Figure 1. M1 wires (run 1).
Drawn at 3 px/um. Supply wires on this layer in gray.
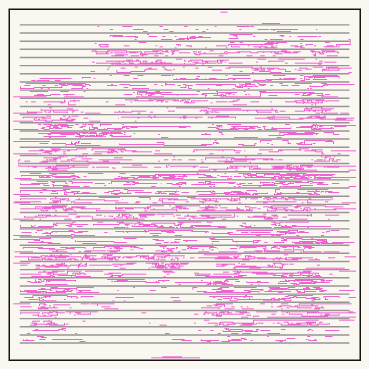
Figure 2. Routed metal, one color a layer (run 1).
Drawn at 3 px/um. Two of the layers only.
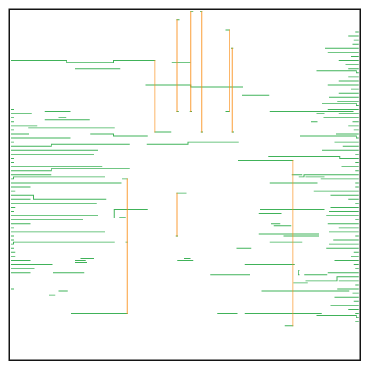
Figure 3. A small window of the routed layout (run 1).
Window x 43 to 73, y 67 to 97 um. Cells in gray, sequential cells in the stronger gray; small squares are vias.
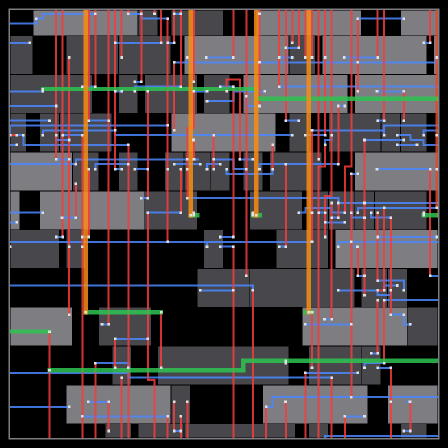
Figure 4. Congestion heat map (run 1).
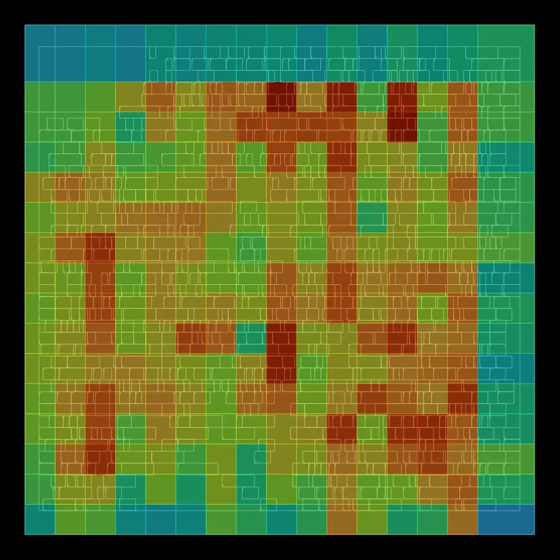
File: config.mk
export PLATFORM = sky130hd
export DESIGN_NAME = instruction_fetch_flat
export DESIGN_NICKNAME = d
export VERILOG_FILES = /design/src/rtl/instruction_fetch_if.sv /design/src/rtl/instruction_fetch.sv /design/src/flat_wrapper.sv
export SDC_FILE = /design/constraint.sdc
export NUM_CORES = 1
export LEC_CHECK = 0
export ABC_AREA = 0
export CORE_MARGIN = 3
export CORE_UTILIZATION = 45
export DETAILED_ROUTE_END_ITERATION = 8
export GPL_ROUTABILITY_DRIVEN = 0
export PLACE_DENSITY = 0.81
export SLEW_MARGIN = 15
export SYNTH_ARGS = -nofsm -noshare
export SYNTH_HDL_FRONTEND = slang
export SYNTH_SLANG_ARGS = --single-unit
File: constraint.sdc
create_clock -name clk -period 2.2 [get_ports clk]
set_input_delay 0.22 -clock clk [delete_from_list [all_inputs] [get_ports clk]]
set_output_delay 0.22 -clock clk [all_outputs]
set_load 0.02 [all_outputs]
File: src/rtl/instruction_fetch_if.sv
// Fetch-unit bus bundle: instruction-memory request/ack on one side,
// decode valid/ready plus branch redirect on the other.
interface instruction_fetch_if;
    logic [31:0] imemAddr;
    logic        imemReq;
    logic [31:0] imemRdata;
    logic        imemAck;
    logic [31:0] instruction;
    logic [31:0] pcOut;
    logic        instrValid;
    logic        instrReady;
    logic        redirect;
    logic [31:0] redirectTarget;
    logic [31:0] fetchCount;

    modport master (
        output imemAddr, imemReq, instruction, pcOut, instrValid, fetchCount,
        input  imemRdata, imemAck, instrReady, redirect, redirectTarget
    );

    modport slave (
        input  imemAddr, imemReq, instruction, pcOut, instrValid, fetchCount,
        output imemRdata, imemAck, instrReady, redirect, redirectTarget
    );
endinterface

File: src/rtl/instruction_fetch.sv
// Non-pipelined instruction fetch: owns the PC, fetches one word at a time over
// req/ack, hands it to decode over valid/ready, and restarts on redirect.
module instruction_fetch #(
    parameter logic [31:0] RESET_PC = 32'h0000_0000
) (
    input  logic                 clk,
    input  logic                 rst,
    instruction_fetch_if.master  bus
);
    localparam int unsigned XLEN = 32;
    localparam logic [XLEN-1:0] PC_STEP  = XLEN'(4);
    localparam logic [XLEN-1:0] PC_MASK  = ~XLEN'(3);
    localparam logic [XLEN-1:0] PC_RESET = RESET_PC & PC_MASK;

    typedef enum logic [1:0] {
        IDLE  = 2'd0,
        REQ   = 2'd1,
        HOLD  = 2'd2,
        FLUSH = 2'd3
    } state_e;

    state_e          state_q, state_d;
    logic [XLEN-1:0] pc_q, pc_d;
    logic            req_q, req_d;
    logic [XLEN-1:0] instr_q, instr_d;
    logic [XLEN-1:0] pc_out_q, pc_out_d;
    logic            valid_q, valid_d;
    logic [XLEN-1:0] count_q, count_d;

    logic [XLEN-1:0] target_c;

    assign target_c = bus.redirectTarget & PC_MASK;

    // State register
    always_ff @(posedge clk) begin
        if (rst) begin
            state_q <= IDLE;
        end else begin
            state_q <= state_d;
        end
    end

    // Next-state: redirect outranks every other event, including in IDLE
    always_comb begin
        state_d = state_q;
        case (state_q)
            IDLE:    state_d = REQ;
            REQ:     if (bus.imemAck)    state_d = HOLD;
            HOLD:    if (bus.instrReady) state_d = REQ;
            FLUSH:   state_d = REQ;
            default: state_d = IDLE;
        endcase
        if (bus.redirect) begin
            state_d = FLUSH;
        end
    end

    // Datapath next values; an ack or handshake coinciding with redirect is dropped
    always_comb begin
        pc_d     = pc_q;
        instr_d  = instr_q;
        pc_out_d = pc_out_q;
        valid_d  = valid_q;
        count_d  = count_q;
        req_d    = (state_d == REQ);
        if (bus.redirect) begin
            pc_d    = target_c;
            valid_d = 1'b0;
        end else begin
            case (state_q)
                REQ: begin
                    if (bus.imemAck) begin
                        instr_d  = bus.imemRdata;
                        pc_out_d = pc_q;
                        valid_d  = 1'b1;
                    end
                end
                HOLD: begin
                    if (bus.instrReady) begin
                        pc_d    = pc_q + PC_STEP;
                        count_d = count_q + XLEN'(1);
                        valid_d = 1'b0;
                    end
                end
                default: ;
            endcase
        end
    end

    // Datapath registers
    always_ff @(posedge clk) begin
        if (rst) begin
            pc_q     <= PC_RESET;
            req_q    <= 1'b0;
            instr_q  <= '0;
            pc_out_q <= '0;
            valid_q  <= 1'b0;
            count_q  <= '0;
        end else begin
            pc_q     <= pc_d;
            req_q    <= req_d;
            instr_q  <= instr_d;
            pc_out_q <= pc_out_d;
            valid_q  <= valid_d;
            count_q  <= count_d;
        end
    end

    assign bus.imemAddr    = pc_q;
    assign bus.imemReq     = req_q;
    assign bus.instruction = instr_q;
    assign bus.pcOut       = pc_out_q;
    assign bus.instrValid  = valid_q;
    assign bus.fetchCount  = count_q;

endmodule

File: src/flat_wrapper.sv
// flat-port wrapper written by rule: the top's interface ports become plain ports
module instruction_fetch_flat 
#(
    parameter logic [31:0] RESET_PC = 32'h0000_0000
)
  (clk, rst, bus_imemAddr, bus_imemReq, bus_instruction, bus_pcOut, bus_instrValid, bus_fetchCount, bus_imemRdata, bus_imemAck, bus_instrReady, bus_redirect, bus_redirectTarget);
  instruction_fetch_if bus_i ();
  input  logic clk;
  input  logic rst;
  output wire logic [$bits(bus_i.imemAddr)-1:0] bus_imemAddr;
  output wire logic [$bits(bus_i.imemReq)-1:0] bus_imemReq;
  output wire logic [$bits(bus_i.instruction)-1:0] bus_instruction;
  output wire logic [$bits(bus_i.pcOut)-1:0] bus_pcOut;
  output wire logic [$bits(bus_i.instrValid)-1:0] bus_instrValid;
  output wire logic [$bits(bus_i.fetchCount)-1:0] bus_fetchCount;
  input wire logic [$bits(bus_i.imemRdata)-1:0] bus_imemRdata;
  input wire logic [$bits(bus_i.imemAck)-1:0] bus_imemAck;
  input wire logic [$bits(bus_i.instrReady)-1:0] bus_instrReady;
  input wire logic [$bits(bus_i.redirect)-1:0] bus_redirect;
  input wire logic [$bits(bus_i.redirectTarget)-1:0] bus_redirectTarget;
  assign bus_imemAddr = bus_i.imemAddr;
  assign bus_imemReq = bus_i.imemReq;
  assign bus_instruction = bus_i.instruction;
  assign bus_pcOut = bus_i.pcOut;
  assign bus_instrValid = bus_i.instrValid;
  assign bus_fetchCount = bus_i.fetchCount;
  assign bus_i.imemRdata = bus_imemRdata;
  assign bus_i.imemAck = bus_imemAck;
  assign bus_i.instrReady = bus_instrReady;
  assign bus_i.redirect = bus_redirect;
  assign bus_i.redirectTarget = bus_redirectTarget;
  instruction_fetch #(.RESET_PC(RESET_PC)) u_core (.clk(clk), .rst(rst), .bus(bus_i));
endmodule
==> qor.txt, run 1 <==
TritonCTS clock tree: done
FP Core Util: 47.1%
Tap Cells: 143
Number of clock buffers in the layout: 20
Area growth syn-to-layout: 52.3%
Seq pwr: 2.45 mW
Worst r2r dst: u_core.bus.imemAddr[27]
Adder Share, Synth: 0.911%
Fill cells: 894
Most common logic cells in the final layout: 191 x clkdlybuf4s50_1, 160 x nand2_1, 128 x dfxtp_1
PortBufs: 192
Most common reg cell: dfxtp_1
Cell count in the Yosys report: 681
Yosys stat chip area: 5490 um2
Synth Warn #: 0
Crit path max-delay family: simple AND/OR/NAND/NOR gates
Slowest-stage cell, CP: or4_4
Setup TNS: 0 ps
Seq share, synth: 46.7%
Gr busiest metal: met2
Comb area share: 32.4%
Leak: 2.88 nW
Residual DRC count: 0
Sw Share: 24.0%
Routed Antenna Nets: 0
Number of logic gates: 490
Critical path endpoint: u_core.bus.imemAddr[27]
Antenna violations before repair: 0
Post-Synthesis Cells: 681
Inserted Diodes: 0
Clock share of power: 47.4%
Setup violators final: 0
Run status: finished, final reports clean
I/O pin total: 199
About Figure 1:
- main direction: horizontal
- share of all routed wire: 38%
- nets with wire on the layer: 842
- wire length on this layer: 6290 um
- longest straight run: 29.4 um
Vias: 5502
routed wire length: 16700 um

About Figure 2:
- metal 4: orange (wire length 297 um)
- metal 3: green (wire length 1580 um)
wire per inst: 16.1 um
GRT Util Overall: 24.2%

About Figure 3:
- metal 4: orange
- metal 1: blue
- metal 3: green
- metal 2: red
- cells with their middle in the window: 59
- most frequent: nand2_1 (18), clkdlybuf4s50_1 (16), dfxtp_1 (15)
- sequential cells in the window: 15
- netlist names of flops here include: u_core.bus.pcOut (8), u_core.bus.instruction (5), u_core.bus.imemAddr (2)

About Figure 4:
grt met3 use: 7.93%
Core Util, Final: 71.7%

## run 1: repair_timing
action	in CTS	in global routing
setup endpoints to repair	1	13
pin swaps	0	1
gates cloned	0	0
resized	1	8
## run 1: registers in the layout, summed over array words and instances (netlist names)
signal	flops
u_core.bus.fetchCount	32
u_core.state_q	2
u_core.bus.imemReq	1
u_core.bus.instruction	32
u_core.bus.pcOut	30
u_core.bus.instrValid	1
u_core.bus.imemAddr	30
## run 1: layer usage
| metal | vias up | part of all wire (%) |
|---|---|---|
| li1 | 2684 | - |
| met1 | 2574 | 38 |
| met2 | 224 | 51 |
| met3 | 20 | 9.4 |
| met4 | 0 | 1.8 |
| met5 | - | 0 |
Figure 5. Gate families picked out (run 1).
Drawn at 4 px/um.
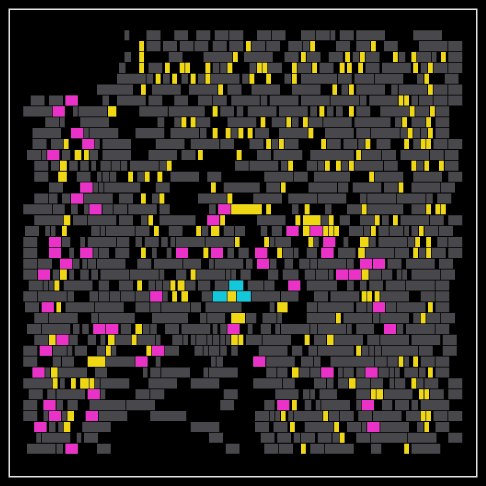

==> run 2, diff against run 1 <==
CORE_ASPECT_RATIO = 0.9   (was unset)
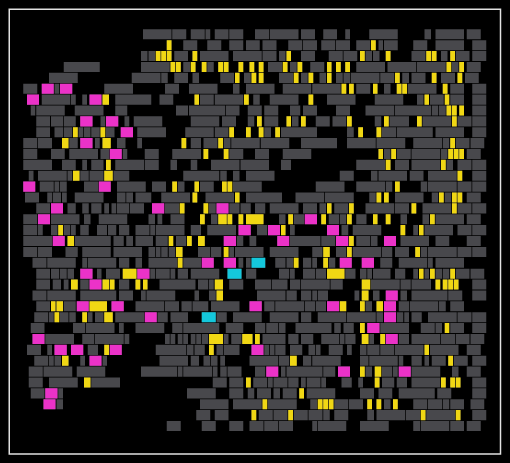
Figure 6: run 2, gate families picked out.
Drawn at 4 px/um.
- xor and xnor cells: magenta (cells 52; most used xnor2_1)
- nand cells: yellow (cells 191; most used nand2_1; where widely spread)
- mux cells: cyan (cells 3; most used mux2i_1)
Commonest Layout Cell: clkdlybuf4s50_1
Comb area share: 32.3%
non-filler instance count after layout: 1058

==> run 2 against run 1 <==
Design area up 0.12%. First-iteration DRC count fell by 6.7%. Flip-flop count unchanged. Synthesized area did not move. Global-route usage up 0.46 points.
==> qor.txt, run 2 <==
Run status: finished, final reports clean (unchanged)
Crit path max-delay family: simple AND/OR/NAND/NOR gates (unchanged)
Slowest-stage cell, CP: dfxtp_1 (was or4_4)
PortBufs: 192 (unchanged)
Most common reg cell: dfxtp_1 (unchanged)
Post-Synthesis Cells: 681 (unchanged)
Final Hold Vio Count: 0 (unchanged)
Gr busiest metal: met2 (unchanged)
Setup violators final: 0 (unchanged)
Fill cells: 914 (was 894)
TritonCTS clock tree: done (unchanged)
Sink Count: 128 (unchanged)
Adder Share, Synth: 0.911% (unchanged)
Setup TNS: 0 ps (unchanged)
Vias: 5503 (was 5502)
Antenna violations before repair: 0 (unchanged)
Most common logic cells in the final layout: 191 x clkdlybuf4s50_1, 160 x nand2_1, 127 x dfxtp_1 (was 191 x clkdlybuf4s50_1, 160 x nand2_1, 128 x dfxtp_1)
Number of logic gates: 490 (unchanged)
Largest cells by area: dfxtp_1 47%, nand2_1 11%, a21oi_1 7.6% (unchanged)
GRT Util Overall: 24.7% (was 24.2%)
Tap Cells: 156 (was 143)
Core Util, Final: 71.8% (was 71.7%)
Sw Share: 25.9% (was 24.0%)
Routed wire length: 16500 um (was 16700 um)
FP Core Util: 47.1% (about the same)
Yosys stat chip area: 5490 um2 (unchanged)
Leak: 2.88 nW (about the same)
Dpl cell area: 7780 um2 (was 7720 um2)
Seq share, synth: 46.7% (unchanged)
Cell count in the Yosys report: 681 (unchanged)
Worst slew pin tran: 660 ps (was 542 ps)
Synth Warn #: 0 (unchanged)
MUX area fraction: 0.547% (unchanged)
Wire per inst: 15.6 um (was 16.1 um)
Seq pwr: 2.44 mW (was 2.45 mW)
Area growth syn-to-layout: 52.5% (was 52.3%)
I/O pin total: 199 (unchanged)
Grt met3 use: 10.1% (was 7.93%)
-- run 2: cell counts after synthesis --
Identical to the previous run, type by type.
-- run 2: worst paths after layout --
check | to | slack (ps) | cells past startpoint
max | u_core.bus.fetchCount[27] | 90 | 8
min | u_core.bus.pcOut[21] | 330 | 2
min reg2reg | u_core.bus.pcOut[29] | 450 | 2
max reg2reg | u_core.bus.fetchCount[27] | 90 | 8
-- run 2: per-layer routing --
| layer | share of wire [%] | vias up |
|---|---|---|
| li1 | - | 2697 |
| met2 | 48 | 215 |
| met1 | 40 | 2565 |
| met5 | 0 | - |
| met4 | 1.9 | 0 |
| met3 | 9.7 | 26 |
-- run 2: what timing repair did --
item,CTS,global route
pin swaps,0,0
hold buffers,0,0
resized,2,8
setup endpoints to repair,2,9
No activity file was given, so power comes from the tool's default toggle rates.
